### src/rtl/obi_arb_pkg.sv
`default_nettype none
// ============================================================================
//  Module   : obi_arb_pkg
//  Purpose  : Shared types and constants for the OBI round-robin arbiter.
//             Holds the arbitration FSM state enum, the grant counter width
//             and a small wrap-around increment helper.
//  Revision : 1.0 - initial release
// ============================================================================
package obi_arb_pkg;

  // Arbiter FSM: IDLE arbitrates freely, LOCKED freezes the selection while
  // a request waits for its grant.
  typedef enum logic [0:0] {
    IDLE   = 1'b0,
    LOCKED = 1'b1
  } arb_state_e;

  // Width of each per-manager grant counter and its saturation value.
  localparam int unsigned               PERF_CNT_W   = 16;
  localparam logic [PERF_CNT_W-1:0]     PERF_CNT_MAX = '1;

  // (idx + 1) mod n without a divider; idx is always below n.
  function automatic int unsigned wrap_inc(int unsigned idx, int unsigned n);
    return ((idx + 1) >= n) ? 0 : (idx + 1);
  endfunction

endpackage
`default_nettype wire

### src/rtl/obi_arb_idx_fifo.sv
`default_nettype none
// ============================================================================
//  Module   : obi_arb_idx_fifo
//  Purpose  : Synchronous FIFO of granted manager indices, used to route
//             in-order responses back to their originator. Registered output
//             only: a pushed entry becomes visible on data_o one cycle later.
//  Ports    : clk, rst_n (async, active-high)
//             push_i/data_i  - write an entry (ignored when full)
//             pop_i/data_o   - remove the head entry (ignored when empty)
//             full_o, empty_o, count_o - occupancy status
//  Revision : 1.0 - initial release
// ============================================================================
module obi_arb_idx_fifo #(
  parameter int unsigned Depth = 8,   // power of two
  parameter int unsigned Width = 2
) (
  input  logic                         clk,
  input  logic                         rst_n,
  input  logic                         push_i,
  input  logic [Width-1:0]             data_i,
  input  logic                         pop_i,
  output logic [Width-1:0]             data_o,
  output logic                         full_o,
  output logic                         empty_o,
  output logic [$clog2(Depth+1)-1:0]   count_o
);

  localparam int unsigned PtrW = $clog2(Depth);
  localparam int unsigned CntW = $clog2(Depth+1);

  logic [Depth-1:0][Width-1:0] mem_q, mem_d;
  logic [PtrW-1:0]             wr_ptr_q, wr_ptr_d;
  logic [PtrW-1:0]             rd_ptr_q, rd_ptr_d;
  logic [CntW-1:0]             count_q, count_d;
  logic                        push_ok;
  logic                        pop_ok;

  assign full_o  = (count_q == CntW'(Depth));
  assign empty_o = (count_q == '0);
  assign count_o = count_q;
  assign data_o  = mem_q[rd_ptr_q];

  assign push_ok = push_i & ~full_o;
  assign pop_ok  = pop_i  & ~empty_o;

  // Depth is a power of two, so the pointers wrap on their own.
  always_comb begin
    mem_d    = mem_q;
    wr_ptr_d = wr_ptr_q;
    rd_ptr_d = rd_ptr_q;
    count_d  = count_q;
    if (push_ok) begin
      mem_d[wr_ptr_q] = data_i;
      wr_ptr_d        = wr_ptr_q + PtrW'(1);
    end
    if (pop_ok) begin
      rd_ptr_d = rd_ptr_q + PtrW'(1);
    end
    case ({push_ok, pop_ok})
      2'b10:   count_d = count_q + CntW'(1);
      2'b01:   count_d = count_q - CntW'(1);
      default: count_d = count_q;
    endcase
  end

  always_ff @(posedge clk or posedge rst_n) begin
    if (rst_n) begin
      mem_q    <= '0;
      wr_ptr_q <= '0;
      rd_ptr_q <= '0;
      count_q  <= '0;
    end else begin
      mem_q    <= mem_d;
      wr_ptr_q <= wr_ptr_d;
      rd_ptr_q <= rd_ptr_d;
      count_q  <= count_d;
    end
  end

endmodule
`default_nettype wire

### src/rtl/obi_rr_arbiter.sv
`default_nettype none
// ============================================================================
//  Module   : obi_rr_arbiter
//  Purpose  : Round-robin N:1 OBI arbiter. The A channel selects the first
//             requesting manager at or after the round-robin pointer and
//             freezes that choice while the request waits for its grant.
//             Granted indices are queued so responses return in order.
//  Ports    : clk, rst_n (async, active-high reset)
//             mgr_*  - NumMgr upstream manager ports (A + R channels)
//             sbr_*  - single downstream subordinate port
//             outstanding_o  - transactions granted but not yet responded
//             unexp_rsp_o    - sticky: response seen with nothing outstanding
//             perf_gnt_cnt_o - per-manager saturating grant counters
//  Config   : define OBI_ARB_PERF_CNT_EN to build the grant counters;
//             otherwise perf_gnt_cnt_o is tied to zero.
//  Revision : 1.0 - initial release
// ============================================================================
module obi_rr_arbiter
  import obi_arb_pkg::*;
#(
  parameter int unsigned NumMgr      = 4,
  parameter int unsigned NumMaxTrans = 8,
  parameter int unsigned AddrWidth   = 32,
  parameter int unsigned DataWidth   = 32
) (
  input  logic                                  clk,
  input  logic                                  rst_n,
  // Manager A channel
  input  logic [NumMgr-1:0]                     mgr_req_i,
  output logic [NumMgr-1:0]                     mgr_gnt_o,
  input  logic [NumMgr-1:0][AddrWidth-1:0]      mgr_addr_i,
  input  logic [NumMgr-1:0]                     mgr_we_i,
  input  logic [NumMgr-1:0][DataWidth/8-1:0]    mgr_be_i,
  input  logic [NumMgr-1:0][DataWidth-1:0]      mgr_wdata_i,
  // Manager R channel
  output logic [NumMgr-1:0]                     mgr_rvalid_o,
  input  logic [NumMgr-1:0]                     mgr_rready_i,
  output logic [DataWidth-1:0]                  mgr_rdata_o,
  output logic                                  mgr_err_o,
  // Subordinate A channel
  output logic                                  sbr_req_o,
  input  logic                                  sbr_gnt_i,
  output logic [AddrWidth-1:0]                  sbr_addr_o,
  output logic                                  sbr_we_o,
  output logic [DataWidth/8-1:0]                sbr_be_o,
  output logic [DataWidth-1:0]                  sbr_wdata_o,
  // Subordinate R channel
  input  logic                                  sbr_rvalid_i,
  output logic                                  sbr_rready_o,
  input  logic [DataWidth-1:0]                  sbr_rdata_i,
  input  logic                                  sbr_err_i,
  // Status
  output logic [$clog2(NumMaxTrans+1)-1:0]      outstanding_o,
  output logic                                  unexp_rsp_o,
  output logic [NumMgr-1:0][PERF_CNT_W-1:0]     perf_gnt_cnt_o
);

  localparam int unsigned IdxW = $clog2(NumMgr);

  arb_state_e      state_q, state_d;
  logic [IdxW-1:0] rr_ptr_q, rr_ptr_d;
  logic [IdxW-1:0] sel_q, sel_d;
  logic            unexp_q, unexp_d;

  logic [IdxW-1:0] rr_sel;
  logic [IdxW-1:0] sel;
  logic [IdxW-1:0] head_idx;
  logic            a_hs;
  logic            rsp_pop;
  logic            fifo_full;
  logic            fifo_empty;

  // --------------------------------------------------------------------------
  // Round-robin search. Walking the offsets from the far end down lets the
  // smallest offset from rr_ptr win. With no requester, rr_sel stays on
  // rr_ptr whose request bit is 0, so sbr_req_o falls out as 0 below.
  // --------------------------------------------------------------------------
  always_comb begin : rr_search
    logic [IdxW:0] cand;
    cand   = '0;
    rr_sel = rr_ptr_q;
    for (int i = NumMgr - 1; i >= 0; i--) begin
      cand = {1'b0, rr_ptr_q} + (IdxW+1)'(i);
      if (cand >= (IdxW+1)'(NumMgr)) begin
        cand = cand - (IdxW+1)'(NumMgr);
      end
      if (mgr_req_i[cand[IdxW-1:0]]) begin
        rr_sel = cand[IdxW-1:0];
      end
    end
  end

  // A waiting request keeps its slot even if a higher-priority manager
  // shows up meanwhile.
  assign sel = (state_q == LOCKED) ? sel_q : rr_sel;

  // Nothing is offered downstream while in reset or while the index FIFO
  // is full (a same-cycle pop does not free a slot until the next cycle).
  assign sbr_req_o   = ~rst_n & ~fifo_full & mgr_req_i[sel];
  assign sbr_addr_o  = mgr_addr_i[sel];
  assign sbr_we_o    = mgr_we_i[sel];
  assign sbr_be_o    = mgr_be_i[sel];
  assign sbr_wdata_o = mgr_wdata_i[sel];

  assign a_hs = sbr_req_o & sbr_gnt_i;

  always_comb begin
    mgr_gnt_o      = '0;
    mgr_gnt_o[sel] = a_hs;
  end

  // --------------------------------------------------------------------------
  // Selection FSM and round-robin pointer
  // --------------------------------------------------------------------------
  always_comb begin
    state_d  = state_q;
    sel_d    = sel_q;
    rr_ptr_d = rr_ptr_q;
    unique case (state_q)
      IDLE: begin
        if (sbr_req_o && !sbr_gnt_i) begin
          state_d = LOCKED;
          sel_d   = rr_sel;
        end
      end
      LOCKED: begin
        if (sbr_gnt_i) begin
          state_d = IDLE;
        end
      end
      default: state_d = IDLE;
    endcase
    if (a_hs) begin
      rr_ptr_d = IdxW'(wrap_inc(32'(sel), NumMgr));
    end
  end

  // --------------------------------------------------------------------------
  // In-order response routing. With nothing outstanding the response is
  // accepted and dropped so the subordinate cannot stall.
  // --------------------------------------------------------------------------
  assign sbr_rready_o = fifo_empty ? 1'b1 : mgr_rready_i[head_idx];
  assign rsp_pop      = sbr_rvalid_i & sbr_rready_o & ~fifo_empty;
  assign mgr_rdata_o  = sbr_rdata_i;
  assign mgr_err_o    = sbr_err_i;

  always_comb begin
    mgr_rvalid_o = '0;
    if (!fifo_empty) begin
      mgr_rvalid_o[head_idx] = sbr_rvalid_i;
    end
  end

  assign unexp_d     = unexp_q | (sbr_rvalid_i & fifo_empty);
  assign unexp_rsp_o = unexp_q;

  obi_arb_idx_fifo #(
    .Depth (NumMaxTrans),
    .Width (IdxW)
  ) u_idx_fifo (
    .clk     (clk),
    .rst_n   (rst_n),
    .push_i  (a_hs),
    .data_i  (sel),
    .pop_i   (rsp_pop),
    .data_o  (head_idx),
    .full_o  (fifo_full),
    .empty_o (fifo_empty),
    .count_o (outstanding_o)
  );

  always_ff @(posedge clk or posedge rst_n) begin
    if (rst_n) begin
      state_q  <= IDLE;
      rr_ptr_q <= '0;
      sel_q    <= '0;
      unexp_q  <= 1'b0;
    end else begin
      state_q  <= state_d;
      rr_ptr_q <= rr_ptr_d;
      sel_q    <= sel_d;
      unexp_q  <= unexp_d;
    end
  end

  // --------------------------------------------------------------------------
  // Per-manager saturating grant counters
  // --------------------------------------------------------------------------
`ifdef OBI_ARB_PERF_CNT_EN
  for (genvar m = 0; m < NumMgr; m++) begin : g_perf_cnt
    logic [PERF_CNT_W-1:0] cnt_q, cnt_d;

    always_comb begin
      cnt_d = cnt_q;
      if (mgr_gnt_o[m] && (cnt_q != PERF_CNT_MAX)) begin
        cnt_d = cnt_q + PERF_CNT_W'(1);
      end
    end

    always_ff @(posedge clk or posedge rst_n) begin
      if (rst_n) begin
        cnt_q <= '0;
      end else begin
        cnt_q <= cnt_d;
      end
    end

    assign perf_gnt_cnt_o[m] = cnt_q;
  end
`else
  assign perf_gnt_cnt_o = '0;
`endif

endmodule
`default_nettype wire

### config.mk
export PLATFORM = sky130hd
export DESIGN_NAME = obi_rr_arbiter
export DESIGN_NICKNAME = d
export VERILOG_FILES = /design/src/rtl/obi_arb_pkg.sv /design/src/rtl/obi_arb_idx_fifo.sv /design/src/rtl/obi_rr_arbiter.sv
export SDC_FILE = /design/constraint.sdc
export NUM_CORES = 1
export LEC_CHECK = 0
export CORE_AREA = 2 2 196 198
export CTS_BUF_LIST = sky130_fd_sc_hd__clkbuf_2
export DETAILED_ROUTE_END_ITERATION = 8
export DIE_AREA = 0 0 198 200
export DONT_BUFFER_PORTS = 1
export SLEW_MARGIN = 20
export SYNTH_ARGS = -nofsm -noshare
export SYNTH_HDL_FRONTEND = slang
export SYNTH_SLANG_ARGS = --single-unit
### constraint.sdc
create_clock -name clk -period 4.45 [get_ports clk]
set_clock_uncertainty 0.1 [all_clocks]
set_input_delay 0.445 -clock clk [delete_from_list [all_inputs] [get_ports clk]]
set_output_delay 0.445 -clock clk [all_outputs]
set_load 0.03 [all_outputs]
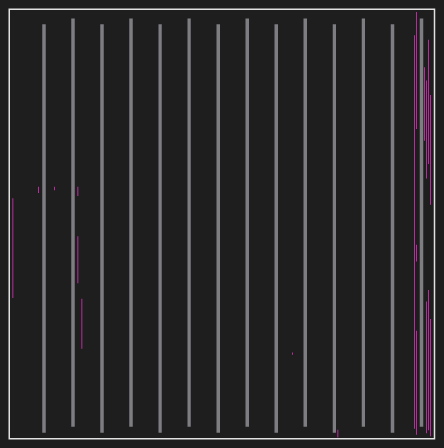
Figure 1: the metal 4 layer.
Supply wires on this layer in grey.
main direction: vertical
nets with wire on the layer: 17
vias: 2998
WL final: 19800 um

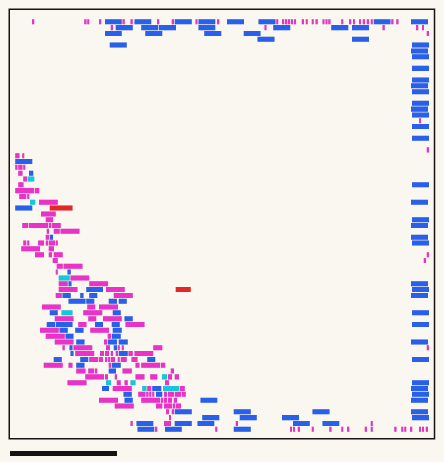
Figure 2: drive-strength map.
The bar under the picture is 50 um long.
[cyan] _3 and _4 cells | cells: 9
[magenta] _0 and _1 cells | cells: 193
[red] _6 and larger | cells: 2
[blue] _2 cells | cells: 112
Post-Layout Inst Area: 4540 um^2
layout-stage area growth over the synthesis result: 4.25%
Non-clk bufs: 6
setup slack after layout: 0.517 ns

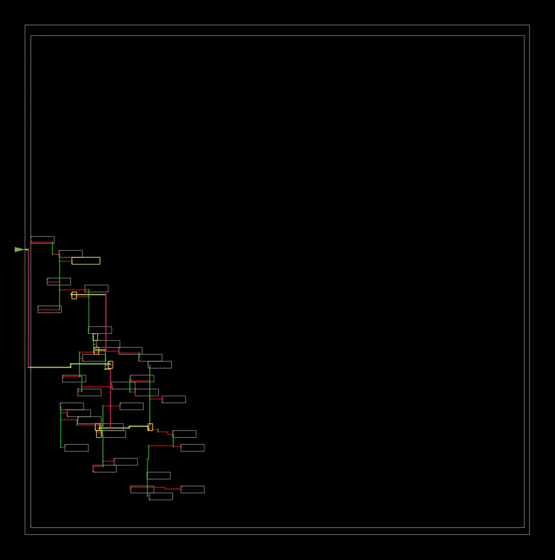
Figure 3: the clock network.
CLK BUF: 6
clock latency on the worst-skew pair: 0.41 ns
Clock Sink Count: 32

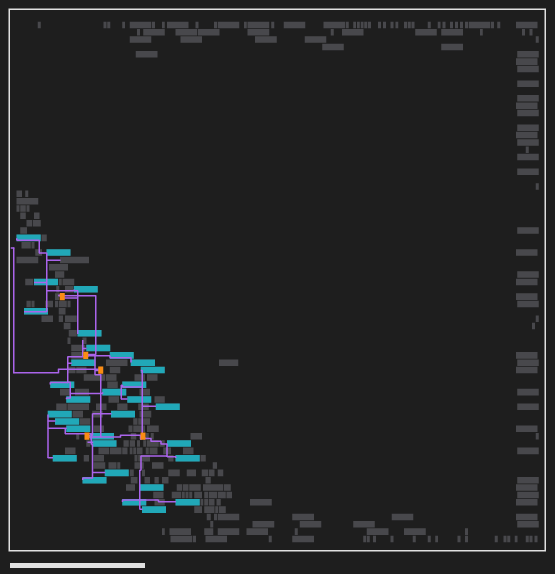
Figure 4: clock wires, drivers and flops.
The bar under the picture is 50 um long.
[purple] clock wires | length: 542 um
[orange] clock drivers | count: 5
[cyan] flip-flops | count: 32
routed clock nets: 6
Clock power frac: 4.9%
Clk. pwr: 208 uW

==> Changelog: implementation <==
## Implementation

* Status: completed
* Fin nets at ~650
* Ports at 502
* Filler cells at around 4200
* Max-cap viol count at 0
* Post-synth EDFFs at 0
* Synth Warn # at 0
* Seq/total area at between 15 and 20%
* RSZ-0062 raised after global routing: no
* Commonest cells post-synth: buf_4 (100), mux4_2 (73), dfrtp_1 (32)
* Fp_density at around an eighth
* Grt ovf at 0
* Area leader, netlist: mux4_2
* P per Cell Area at approximately 930 nW/um^2
* Top cell category: multi-input combinational cells
* Reg area at around 800 um^2
* Ant diodes at 5
* Worst relative slew slack at 26.8%
* Synthesized area at 4360 um^2
* Largest Register: u_idx_fifo.mem_q
* Row Count at 71
* R2r worst-path depth at 13
* Most frequent logic cell in the layout: mux4_2
* Fin. Hold Viols at 0
* Post-DRT Antenna Nets at 0
* Launching point of the worst reg2reg path: rr_ptr_q[1]
* Post-synth area hogs: mux4_2 (38%), dfrtp_1 (18%), buf_4 (17%), mux2_2 (5.4%), ha_1 (2.6%)
* Synth Seq Share at 18.4%
* Core area at about 37000 um^2
* Share of layout cells above drive strength 1 at 38.9%
* Max FFs per register at 16
* Die Y at about 200 um
* Via/cell ratio at between 3 and 4
* Clock transition at path regs at 0.21 ns
* Routed WL per cell at 23.8 um
* Final number of setup-violating endpoints at 0
* Hold Path Class: primary input to flip-flop
* Critical path class: flip-flop to flip-flop
* Crit-path cells: and3b_1 > a2111o_1 > a31o_2 > o311a_1 > nor3_2 > inv_1 > ha_1 > ha_1 > a21o_1 > a21oi_1 > xnor2_1 > nor2_1 > xor2_1
* Startpoint types: flip-flop
* Vias in the first global route at ~2900
* Postcts setup bufs at 0
* Fmax at approximately 250 MHz
* Post-DP HPWL at between 15000 and 20000 um
* Syn avg cell area at about 12 um^2
* Hold_ws at about 0.053 ns
* Tool Warnings at 29
* CP arrival at ~4 ns
* Crit path from: rr_ptr_q[1]
* Synth top cell by count: buf_4
* Synth flops at 32
* Maximum VDD drop at ~0.33 mV
* Crit Path Max Fanout at 12
* IO Port Bufs at 0
* DR pass1 iterations at 4
* Ys cells at 357
* Top Layout Cells: mux4_2 (73), conb_1 (64), dfrtp_1 (32)
* CTS buffer count at 5
* Final period utilization at 88.4%
* Crit path to: u_idx_fifo.count_o[3]
* Critical Path Slowest Stage Cell: nor3_2
* Most numerous cell on the critical path: ha_1
* Hold Path Sink: unexp_rsp_o
* Setup TNS at 0 ns
* Yosys synthesis chip area at 4360 um^2
* ClkCell Share at 1.43%
* Clock Path Buffers at 2
* Total track usage at between 8 and 9%
* Mapped Cells at ~360
* Final Max Slew Viols at 0
* P_leak at 0.00161 uW
* Asr flop ratio synth at 100%
* Minimum clock period at between 3 and 4 ns
* Hold path cells at 1
* Logic area at 2920 um^2
* Required @ worst endpoint at between 4 and 5 ns
* Largest net degree at the start of global routing at 82
* Buffering overhead at 1.32%
* Die W at ~200 um
* Nonclk inv count at 11
* Max stage delay on crit path at slightly above 0.6 ns
* R2R setup slack at between 0.5 and 0.6 ns
* First-pass GRT wire length at approximately 23000 um
* CP Capture Type: flip-flop
* Slew @ Worst Pin at 1.10 ns
* Main synth FF type: dfrtp_1
* Fraction of area in multi-input gates at between 60% and 70%
* Total die size at between 30000 and 40000 um^2
* Well Taps at slightly above 500
[repair_timing]
action | 4_1_cts | 5_1_grt
resized | 0 | 0
endpoints found under the hold margin | 32 | 0
hold buffers | 1 | 0
setup endpoints to repair | 0 | 0
[where the power goes]
group          leakage (uW)  internal (uW)  switching [uW]
logic               0.00117           1150            2250
clock network     0.0000430           96.7             112
registers          0.000393            428             198
[cells by family (layout without fill, tap and decap cells)]
group / Yosys count / count (layout) / synth area share (%)
muxes: 102 / 102 / 45.3
other: 1 / 69 / 0.0860
buffers and inverters: 129 / 25 / 20.3
adders and majority gates: 10 / 10 / 3.04
and+or+nand+nor: 56 / 56 / 7.95
DFF: 32 / 32 / 18.4
xor gates and xnor gates: 8 / 8 / 1.61
AOI/OAI and AO/OA: 19 / 19 / 3.39
[per-layer routing]
metal  global-route usage, %  up-vias  wire length [um]
met1                    11.2     1541              8050
met5                    1.11        -               124
li1                        -     1121                 -
met2                    13.3      284              9050
met4                    3.84       12               766
met3                    2.72       40              1830
[critical path, delay by kind of cell (launching register included)]
| family | cells | cell delay (ns) |
|---|---|---|
| adder cells (fa/ha/maj) | 2 | 0.57 |
| buffers and inverters | 1 | 0.17 |
| flip-flops | 1 | 0.49 |
| XOR/XNOR | 2 | 0.27 |
| AND-OR/OR-AND | 5 | 1.32 |
| AND/OR/NAND/NOR | 3 | 0.89 |
[per-stage QoR]
stage                     setup WS (ns)  utilization (%)  cell area, um^2
after floorplan                    1.08                -             4600
after global placement            0.686             11.9             4460
after detailed placement          0.590             11.9             4460
after CTS                         0.525             12.1             4530
after global routing              0.270             12.1             4540
final                             0.517             12.2             4540
Power and IR drop assume default switching activity.
